**src/rtl/grp_sum_accum_pkg.sv**
```systemverilog
// Shared state encoding and default widths for the group-sum accumulator.
package grp_sum_pkg;
  typedef enum logic [1:0] {
    IDLE = 2'd0,
    ACC  = 2'd1,
    HOLD = 2'd2
  } state_t;

  localparam int DEF_DW   = 8;
  localparam int DEF_SW   = 10;
  localparam int DEF_CW   = 8;
  localparam int DEF_GRP  = 4;
  localparam int GRPCNT_W = 16;
endpackage

```
**src/rtl/grp_sum_accum_if.sv**
```systemverilog
// Sample input stream and group-result output stream of grp_sum_accum.
interface grp_sum_accum_if
  import grp_sum_pkg::*;
#(
  parameter int DW = DEF_DW,
  parameter int SW = DEF_SW,
  parameter int CW = DEF_CW
);
  logic          in_valid;
  logic          in_ready;
  logic [DW-1:0] in_data;
  logic          in_last;
  logic          out_valid;
  logic          out_ready;
  logic [SW-1:0] out_sum;
  logic [CW-1:0] out_cnt;
  logic          out_ovf;

  modport master (
    output in_valid, in_data, in_last, out_ready,
    input  in_ready, out_valid, out_sum, out_cnt, out_ovf
  );

  modport slave (
    input  in_valid, in_data, in_last, out_ready,
    output in_ready, out_valid, out_sum, out_cnt, out_ovf
  );
endinterface

```
**src/rtl/grp_sum_accum_sat_add.sv**
```systemverilog
// SW-bit unsigned adder with carry-out. With GRP_SUM_SAT_EN defined the result
// saturates to all-ones once any add in the group has overflowed.
module sat_add
  import grp_sum_pkg::*;
#(
  parameter int DW = DEF_DW,
  parameter int SW = DEF_SW
) (
  input  logic [SW-1:0] a,
  input  logic [DW-1:0] b,
  input  logic          sat_in,
  output logic [SW-1:0] sum,
  output logic          ovf
);
  logic [SW:0] full;

  assign full = {1'b0, a} + {{(SW+1-DW){1'b0}}, b};

`ifdef GRP_SUM_SAT_EN
  assign ovf = full[SW] | sat_in;
  assign sum = ovf ? {SW{1'b1}} : full[SW-1:0];
`else
  logic unused_sat;
  assign unused_sat = sat_in ^ full[SW];
  assign ovf        = 1'b0;
  assign sum        = full[SW-1:0];
`endif
endmodule

```
**src/rtl/grp_sum_accum.sv**
```systemverilog
// Sums accepted samples in groups of GRP (or fewer on in_last) and hands off each
// group sum/count. Optional overflow saturation: GRP_SUM_SAT_EN.
//
// state | meaning
// IDLE  | no samples collected for the current group
// ACC   | group open, at least one sample accumulated
// HOLD  | group closed, result presented until out_ready
module grp_sum_accum
  import grp_sum_pkg::*;
#(
  parameter int DW  = DEF_DW,
  parameter int GRP = DEF_GRP,
  parameter int SW  = DEF_SW,
  parameter int CW  = DEF_CW,
  parameter int GCW = GRPCNT_W
) (
  input  logic           clk,
  input  logic           rst_n,
  grp_sum_accum_if.slave bus,
  output logic [GCW-1:0] grp_count
);
  state_t        state;
  logic [SW-1:0] acc;
  logic [CW-1:0] cnt;
  logic          in_ready_q;
  logic          out_valid_q;
  logic [SW-1:0] add_a;
  logic [SW-1:0] add_sum;
  logic          add_ovf;
  logic          sat_in;
  logic [CW-1:0] cnt_next;
  logic          closing;

  // First sample of a group starts from zero rather than the stale sum.
  assign add_a    = (state == ACC) ? acc : '0;
  assign cnt_next = (state == ACC) ? cnt + CW'(1) : CW'(1);
  assign closing  = (cnt_next == CW'(GRP)) || bus.in_last;

  sat_add #(.DW(DW), .SW(SW)) u_add (
    .a      (add_a),
    .b      (bus.in_data),
    .sat_in (sat_in),
    .sum    (add_sum),
    .ovf    (add_ovf)
  );

  always_ff @(posedge clk or negedge rst_n) begin
    if (!rst_n) begin
      state       <= IDLE;
      acc         <= '0;
      cnt         <= '0;
      in_ready_q  <= 1'b1;
      out_valid_q <= 1'b0;
      grp_count   <= '0;
    end else begin
      case (state)
        IDLE, ACC: begin
          if (bus.in_valid) begin
            acc <= add_sum;
            cnt <= cnt_next;
            if (closing) begin
              state       <= HOLD;
              in_ready_q  <= 1'b0;
              out_valid_q <= 1'b1;
            end else begin
              state <= ACC;
            end
          end
        end
        HOLD: begin
          if (bus.out_ready) begin
            state       <= IDLE;
            in_ready_q  <= 1'b1;
            out_valid_q <= 1'b0;
            grp_count   <= grp_count + GCW'(1);
          end
        end
        default: begin
          state       <= IDLE;
          in_ready_q  <= 1'b1;
          out_valid_q <= 1'b0;
        end
      endcase
    end
  end

`ifdef GRP_SUM_SAT_EN
  logic ovf_q;

  // Sticky per-group overflow; the first accept of a group overwrites it.
  always_ff @(posedge clk or negedge rst_n) begin
    if (!rst_n) begin
      ovf_q <= 1'b0;
    end else if (state == HOLD) begin
      if (bus.out_ready) ovf_q <= 1'b0;
    end else if (bus.in_valid) begin
      ovf_q <= add_ovf;
    end
  end

  assign sat_in      = (state == ACC) && ovf_q;
  assign bus.out_ovf = ovf_q & out_valid_q;
`else
  logic unused_ovf;
  assign unused_ovf  = add_ovf;
  assign sat_in      = 1'b0;
  assign bus.out_ovf = 1'b0;
`endif

  assign bus.in_ready  = in_ready_q;
  assign bus.out_valid = out_valid_q;
  assign bus.out_sum   = acc;
  assign bus.out_cnt   = cnt;
endmodule

```
**src/flat_wrapper.sv**
```systemverilog
// flat-port wrapper written by rule: the top's interface ports become plain ports
module grp_sum_accum_flat import grp_sum_pkg::*;
#(
  parameter int DW  = DEF_DW,
  parameter int GRP = DEF_GRP,
  parameter int SW  = DEF_SW,
  parameter int CW  = DEF_CW,
  parameter int GCW = GRPCNT_W
)
  (clk, rst_n, grp_count, bus_in_valid, bus_in_data, bus_in_last, bus_out_ready, bus_in_ready, bus_out_valid, bus_out_sum, bus_out_cnt, bus_out_ovf);
  grp_sum_accum_if #(.DW(DW), .SW(SW), .CW(CW)) bus_i ();
  input  logic clk;
  input  logic rst_n;
  output logic [GCW-1:0] grp_count;
  input wire logic [$bits(bus_i.in_valid)-1:0] bus_in_valid;
  input wire logic [$bits(bus_i.in_data)-1:0] bus_in_data;
  input wire logic [$bits(bus_i.in_last)-1:0] bus_in_last;
  input wire logic [$bits(bus_i.out_ready)-1:0] bus_out_ready;
  output wire logic [$bits(bus_i.in_ready)-1:0] bus_in_ready;
  output wire logic [$bits(bus_i.out_valid)-1:0] bus_out_valid;
  output wire logic [$bits(bus_i.out_sum)-1:0] bus_out_sum;
  output wire logic [$bits(bus_i.out_cnt)-1:0] bus_out_cnt;
  output wire logic [$bits(bus_i.out_ovf)-1:0] bus_out_ovf;
  assign bus_i.in_valid = bus_in_valid;
  assign bus_i.in_data = bus_in_data;
  assign bus_i.in_last = bus_in_last;
  assign bus_i.out_ready = bus_out_ready;
  assign bus_in_ready = bus_i.in_ready;
  assign bus_out_valid = bus_i.out_valid;
  assign bus_out_sum = bus_i.out_sum;
  assign bus_out_cnt = bus_i.out_cnt;
  assign bus_out_ovf = bus_i.out_ovf;
  grp_sum_accum #(.DW(DW), .GRP(GRP), .SW(SW), .CW(CW), .GCW(GCW)) u_core (.clk(clk), .rst_n(rst_n), .bus(bus_i), .grp_count(grp_count));
endmodule
```
**config.mk**
```make
export PLATFORM = sky130hd
export DESIGN_NAME = grp_sum_accum_flat
export DESIGN_NICKNAME = d
export VERILOG_FILES = /design/src/rtl/grp_sum_accum_pkg.sv /design/src/rtl/grp_sum_accum_if.sv /design/src/rtl/grp_sum_accum_sat_add.sv /design/src/rtl/grp_sum_accum.sv /design/src/flat_wrapper.sv
export SDC_FILE = /design/constraint.sdc
export NUM_CORES = 1
export LEC_CHECK = 0
export CAP_MARGIN = 20
export CORE_MARGIN = 3
export CORE_UTILIZATION = 50
export DETAILED_ROUTE_END_ITERATION = 8
export PLACE_DENSITY = 0.79
export SYNTH_ARGS = -nofsm -noshare
export SYNTH_HDL_FRONTEND = slang
export SYNTH_SLANG_ARGS = --single-unit
```
**constraint.sdc**
```tcl
create_clock -name clk -period 7.19 [get_ports clk]
set_input_delay 2.157 -clock clk [delete_from_list [all_inputs] [get_ports clk]]
set_output_delay 2.157 -clock clk [all_outputs]
set_load 0.02 [all_outputs]
```
==> flow_summary.toml, run 1 <==
# flow metrics
[floorplanning]
die_area_mm2 = 0.00531
io_pins = 50
num_rows = 23
initial_core_util_pct = 54.0

[placement]
dp.final_hpwl_um = 3340
port_buffers = 48

[synthesis]
syn-num-nets = 248
top_area_share_pct = 41.4
netlist_instances = 224
ys_types = 53
async_flop_share_pct = 100
edf_count = 0
ys.flops = 38
yosysCellCount = 224
ys_seq_share_pct = 42.6
synth-main-ff-cell = "dfrtp_1"
avgSynthCellArea_um2 = 9.99
area_leaders = "dfrtp_1 (41%), ha_1 (5.6%), xnor2_1 (5.5%), nand2_1 (4.5%), o21ai_0 (4.5%)"
synth.cell_area_mm2 = 0.00224
synth_warnings = 0
yosysTopAreaCell = "dfrtp_1"

[drt]
wire_per_inst_um = 14.4
drt_wl_total_um = 4640
vias = 1787
ant_nets = 0
drt_iter0_drc = 82
drt-vias-per-instance = 5.53
firstDrtPassIters = 4
drcViolationCount = 0

[final_layout]
n_antenna_cell = 0
final_cell_mix = "clkdlybuf4s50_1 (47), dfrtp_1 (37), nand2_1 (27)"
layout-area-overhead-vs-synth_pct = 27.3
lay_top_count = "clkdlybuf4s50_1"
mi_logic_area_mm2 = 0.00122
nets = 296
drive_above_1_share_pct = 9.16
fillers = 358

[critical_path]
crit_arrival_ns = 4.02
crit_path_end_kind = "flop"
crit_type = "input port to flop"
critPathLaunchType = "input port"
path_cells = "clkdlybuf4s50_1, ha_1, inv_1, fa_1, nor2b_1, o31a_1, o21ai_0, nand2b_1, xnor2_1, o21ai_1"
slowest_delay_ns = 0.46
crit_buf_inv = 2
path_delay_family = "adder cells"
cp.required_ns = 7.33
worstPathMaxFanout = 3
crit_path_top_delay_cell = "clkdlybuf4s50_1"

[global_routing]
antenna_found_initial = 0
grt_pass1_vias = 1690
grt_max_degree = 39
grt_usage_pct = 18.4
grt_pass1_wl_um = 7740
grt-ovfl-total = 0

[timing]
worst_pin_slew_ns = 0.840
finalSetupTns_ns = 0
fin_crit_ns = 3.88
setup_violations = 0
grt_setup_unrepaired = "no"
slew_headroom_pct = 44.0
hold_violations = 0
fmax_ghz = 0.258
period_used_pct = 54.0

[worst_hold_path]
min_path_type = "flop to flop"

[cts]
cts_hold_buf = 0
clkLatencyLatePin_ns = 0.28
post_cts_buffers = 0
ctsResizeCount = 0
max-clock-path-buffers = 2
cts-root-buf = "clkbuf_8"
cts.htree.levels = 2
path_clk_slew_ns = 0.07
cts_sinks = 38

[run]
warnings = 26
cap_violations = 0

[pwr]
p_per_area_mw_per_mm2 = 245
p_leak_nw = 1.24

[outcome]
status = "finished clean"
-- run 1: layer usage --
| layer | vias up | GRT usage (%) | wire (um) |
|---|---|---|---|
| met5 | - | 0 | 0 |
| met4 | 0 | 5.53 | 40 |
| met3 | 6 | 3.86 | 181 |
| met2 | 39 | 29.0 | 2260 |
| met1 | 861 | 25.6 | 2160 |
| li1 | 881 | - | - |
-- run 1: final timing paths --
path                       depth (start not counted)  slack [ns]                  from                     to
max in group asynchronous                          1        4.69                 rst_n  u_core.bus.out_sum[3]
min in group asynchronous                          1        1.97                 rst_n   u_core.grp_count[10]
setup / recovery                                  10        3.31        bus_in_data[0]  u_core.bus.out_sum[6]
hold reg to reg                                    1        0.49  u_core.grp_count[15]   u_core.grp_count[15]
setup reg to reg                                  11        4.44       u_core.state[0]  u_core.bus.out_sum[6]
hold / removal                                     1        0.49  u_core.grp_count[15]   u_core.grp_count[15]
-- run 1: kinds of logic after synthesis --
group	Yosys count	synth area share, %
multiplexers	2	1.17
other	1	0.168
AND/OR/NAND/NOR	85	22.5
XOR/XNOR	23	9.00
buffers and inverters	14	3.08
AND-OR/OR-AND	50	15.0
adder cells (fa/ha/maj)	11	6.49
flip-flops	38	42.6
-- run 1: Yosys cell counts (3+ instances only) --
cell and n:
nand3_1 10, inv_1 7, and3_1 4, dfrtp_1 37
nand4_1 4, o31a_1 3, a31oi_1 3, xor2_1 9
nand2b_1 4, a21o_1 3, o21ai_0 20, xnor2_1 14
and2_1 7, clkbuf_1 3, nor2b_1 3, a21oi_1 5
nor3_1 4, nand2_1 27, ha_1 10, nor2_1 7
-- run 1: layout make-up --
type                            count  area share, %
Clock buffer                        7           3.03
Clock inverter                      1           1.05
Inverter                            7          0.922
Multi-Input combinational cell    172           42.7
Sequential cell                    38           33.4
Tap cell                           50           2.20
Timing Repair Buffer               48           16.7
-- run 1: flip-flops by register name, indices dropped and copies added (netlist names) --
signal,count
u_core.bus.in_ready,1
u_core.bus.out_cnt,8
u_core.bus.out_sum,10
u_core.bus.out_valid,1
u_core.grp_count,16
u_core.state,2
-- run 1: power breakdown --
group	internal, W	switching [W]	leakage, nW
clock	0.000113	0.0000728	0.0585
sequential	0.000248	0.0000401	0.491
combinational	0.000110	0.000114	0.695
-- run 1: stage by stage --
stage / worst slack (ns) / hold slack, ns / area (um^2) / instances / total power (W)
2_1_floorplan: 3.64 / 0.550 / 2240 / 224 / 0.000419
3_3_place_gp: 3.08 / 0.463 / 2730 / 315 / 0.000511
3_5_place_dp: 3.04 / 0.485 / 2730 / 315 / 0.000517
4_1_cts: 3.33 / 0.499 / 2850 / 323 / 0.000706
5_1_grt: 3.18 / 0.516 / 2850 / 323 / 0.000738
6_report: 3.31 / 0.493 / 2850 / 323 / 0.000699
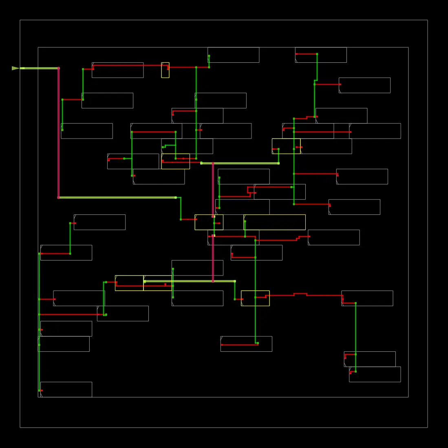
Fig. 1. Clock wiring as the flow saved it (run 1).
CLK BUF: 7
clk_skew: 0.00666 ns
cts bufs inserted: 5

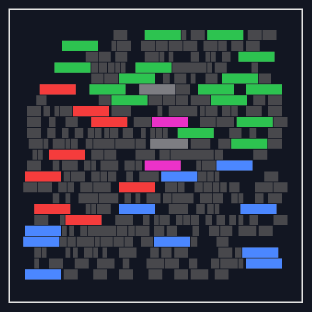
Fig. 2. Register map, names as in the netlist (run 1).
Drawn at 4 px/um. Other sequential cells in the stronger grey, the rest of the logic in the fainter grey.
legend:
  blue:
    signal: u_core.bus.out_sum
    sequential_cells: 10
  red:
    signal: u_core.bus.out_cnt
    sequential_cells: 8
    where: west
  green:
    signal: u_core.grp_count
    sequential_cells: 16
  magenta:
    signal: u_core.state
    sequential_cells: 2
fraction of area in registers: 33.4%
Sequential Power: 0.000289 W
fin util: 68.8%
sequential cell area: 952 um^2

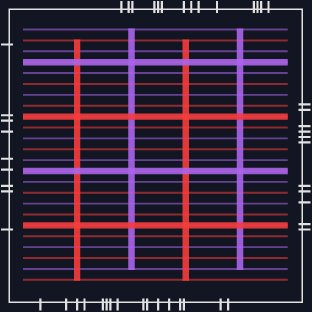
Fig. 3. Floorplan with the power grid (run 1).
Drawn at 4 px/um. Pins as bars on the die edge.
legend:
  red:
    net: VSS
  purple:
    net: VDD
met5 straps: 4
met1 rails: 24
core outline area: 0.00414 mm^2
DIE HEIGHT: 72.9 um
Die X: 72.9 um
maximum vdd drop: 0.157 mV

==> inputs of run 2 (changes only) <==
Settings changed: CORE_UTILIZATION 50 to 46, PLACE_DENSITY 0.79 to 0.77.
Clock period 7.19 ns to 3.45 ns, I/O delays scaled along.
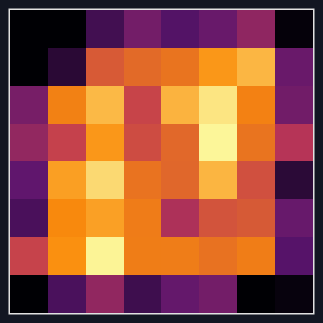
Fig. 4. Placement density heat map (run 2).
Drawn at 4 px/um. The die is cut into 8 by 8 equal tiles; black is low, pale yellow is high, 0 to 100% covered.
fullest tile: 98%
mean over tiles: 49%
tiles over 75% full: 20%
densest ninth of the die: centre
nearly empty tiles: 9.4%
emptiest ninth of the die: north-west
floorplan utilization: 49.3%
fin util: 64.0%
core outline area: 0.00453 mm^2

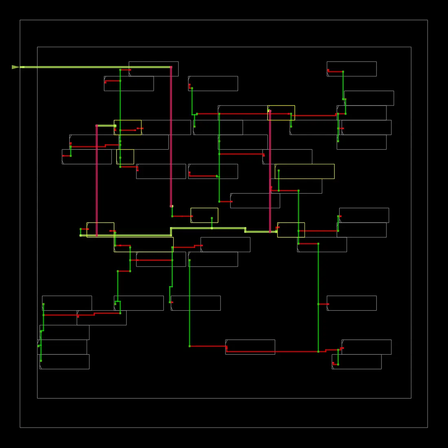
Fig. 5. Clock wiring as the flow saved it (run 2).
Sink Count: 38
clk_skew: 0.0121 ns
P_clk: 0.000451 W

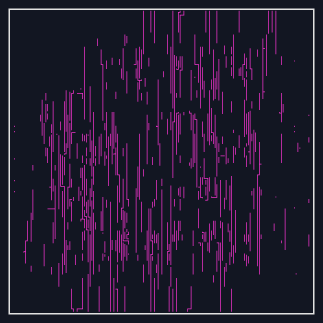
Fig. 6. The metal 2 layer (run 2).
Drawn at 4 px/um.
longest straight run: 27.4 um
share of all routed wire: 46%
Vias: 1780
met2 Use GR: 26.9%

==> run 2 against run 1 <==
Net effect:
- worst setup slack worse by 2.6 ns
- via count is 0.39% lower
- first-iteration DRC count is 15% higher
- sequential share of layout area is 0.63 points lower
- critical path depth stayed put
- total power is 120% higher
- combinational power is 110% higher
- register-to-register slack worse by 3.5 ns
- hold slack worse by 0.019 ns
- largest power group unchanged
==> flow_summary.toml, run 2 <==
# flow metrics
[synthesis]
synth-main-ff-cell = "dfrtp_1"
area_leaders = "dfrtp_1 (41%), ha_1 (5.6%), xnor2_1 (5.5%), nand2_1 (4.5%), o21ai_0 (4.5%)"
synth_xor_xnor_area_share_pct = 9.00
aoi_share_pct = 15.0
ys.flops = 38
syn-num-nets = 248
mux_area_share_pct = 1.17
ys_seq_share_pct = 42.6
netlist_instances = 224
adder_share_pct = 6.49
avgSynthCellArea_um2 = 9.99
synth_warnings = 0
synth.cellmix.simpleShare_pct = 22.5
edf_count = 0

[pwr]
power.share.clock_pct = 29.6
power_w = 0.00152
p_int_w = 0.00104
netSwitchingFraction_pct = 31.8
p_sw_w = 0.000484

[critical_path]
crit_path_end_kind = "flop"
crit_buf_inv = 2
critPathLaunchType = "input port"
crit_path_top_delay_cell = "clkdlybuf4s50_1"
crit_type = "input port to flop"
worstSetupPathDepth = 10
timing.rr.end = "u_core.bus.out_sum[6]"
ff2ff_setup_slack_ns = 0.96
crit_arrival_ns = 2.89

[final_layout]
final_cell_mix = "clkdlybuf4s50_1 (47), dfrtp_1 (37), nand2_1 (27)"
largest_register_ffs = 16
regMostFlops = "u_core.grp_count"
fin_area_mm2 = 0.00290
nets = 298
n_antenna_cell = 0

[drt]
drt_wl_total_um = 4540
drt-vias-per-instance = 5.24
drcViolationCount = 0

[timing]
grt_setup_unrepaired = "no"
worst_pin_slew_ns = 0.810
setup_violations = 0
period_used_pct = 78.8
hold_violations = 0
slew_headroom_pct = 46.0
fmax_ghz = 0.368

[run]
cap_violations = 0

[cts]
cts_buffers = 5
cts_hold_buf = 0
clkLatencyLatePin_ns = 0.30
path_clk_slew_ns = 0.08
ctsResizeCount = 0

[floorplanning]
die_w_um = 75.7
fp.dieH_um = 75.7
num_rows = 24
die_area_mm2 = 0.00574

[global_routing]
grt-ovfl-total = 0
grt_pass1_wl_um = 7460
grt_usage_pct = 17.2

[worst_hold_path]
min_path_type = "flop to flop"

[outcome]
status = "finished clean"

[placement]
place_area_mm2 = 0.00277
dp.final_hpwl_um = 3340
dpl_worst_slack_ns = 0.447
port_buffers = 48
## run 2: cell count changes in the layout (fill, tap and decap cells not counted)
cell | before | now
clkinv_4 | 0 | 1
bufinv_16 | 1 | 2
clkbuf_8 | 6 | 5
buf_4 | 0 | 2
clkbuf_1 | 1 | 0
## run 2: worst min-delay path by stage
stage / end / from / cells after the start / slack, ns
6_report: u_core.grp_count[15] / u_core.grp_count[15] / 1 / 0.47
5_1_grt: u_core.grp_count[15] / u_core.grp_count[15] / 1 / 0.49
4_1_cts: u_core.grp_count[15] / u_core.grp_count[15] / 1 / 0.48
3_5_place_dp: u_core.grp_count[15] / u_core.grp_count[15] / 1 / 0.47
3_3_place_gp: u_core.grp_count[15] / u_core.grp_count[15] / 1 / 0.46
2_1_floorplan: u_core.bus.in_ready / u_core.bus.in_ready / 1 / 0.55
## run 2: through the flow
step | cells | util (%) | hold slack (ns)
6_report | 340 | 64.0 | 0.474
5_1_grt | 340 | 64.0 | 0.495
4_1_cts | 340 | 64.0 | 0.478
3_5_place_dp | 332 | 61.0 | 0.465
3_3_place_gp | 332 | 61.0 | 0.462
2_1_floorplan | 224 | - | 0.550
## run 2: cells by family after synthesis
kind of cell | Yosys count
xor+xnor | 23
mux | 2
fa+ha+maj | 11
compound gates | 50
other cells | 1
buf+inv | 14
flops | 38
simple gates | 85
## run 2: layout make-up
type,instances,area (um^2)
Multi-Input combinational cell,172,1220
Clock inverter,3,68.8
Clock buffer,5,68.8
Fill cell,374,1630
Sequential cell,38,952
Tap cell,65,81.3
Inverter,7,26.3
Timing Repair Buffer,50,490
## run 2: routing by layer
metal	vias up	wire [um]	track usage [%]
li1	878	-	-
met1	852	2150	23.0
met2	42	2110	26.9
met3	8	195	3.96
met4	0	90	6.99
met5	-	0	0
## run 2: power by group through the flow
stage                     registers, W  logic, W  clock network (W)
after floorplan               0.000672  0.000202                  0
after global placement        0.000606  0.000466                  0
after detailed placement      0.000610  0.000471                  0
after CTS                     0.000601  0.000474           0.000461
after global routing          0.000615  0.000513           0.000473
final                         0.000602  0.000471           0.000451
Power and IR drop assume default switching activity.
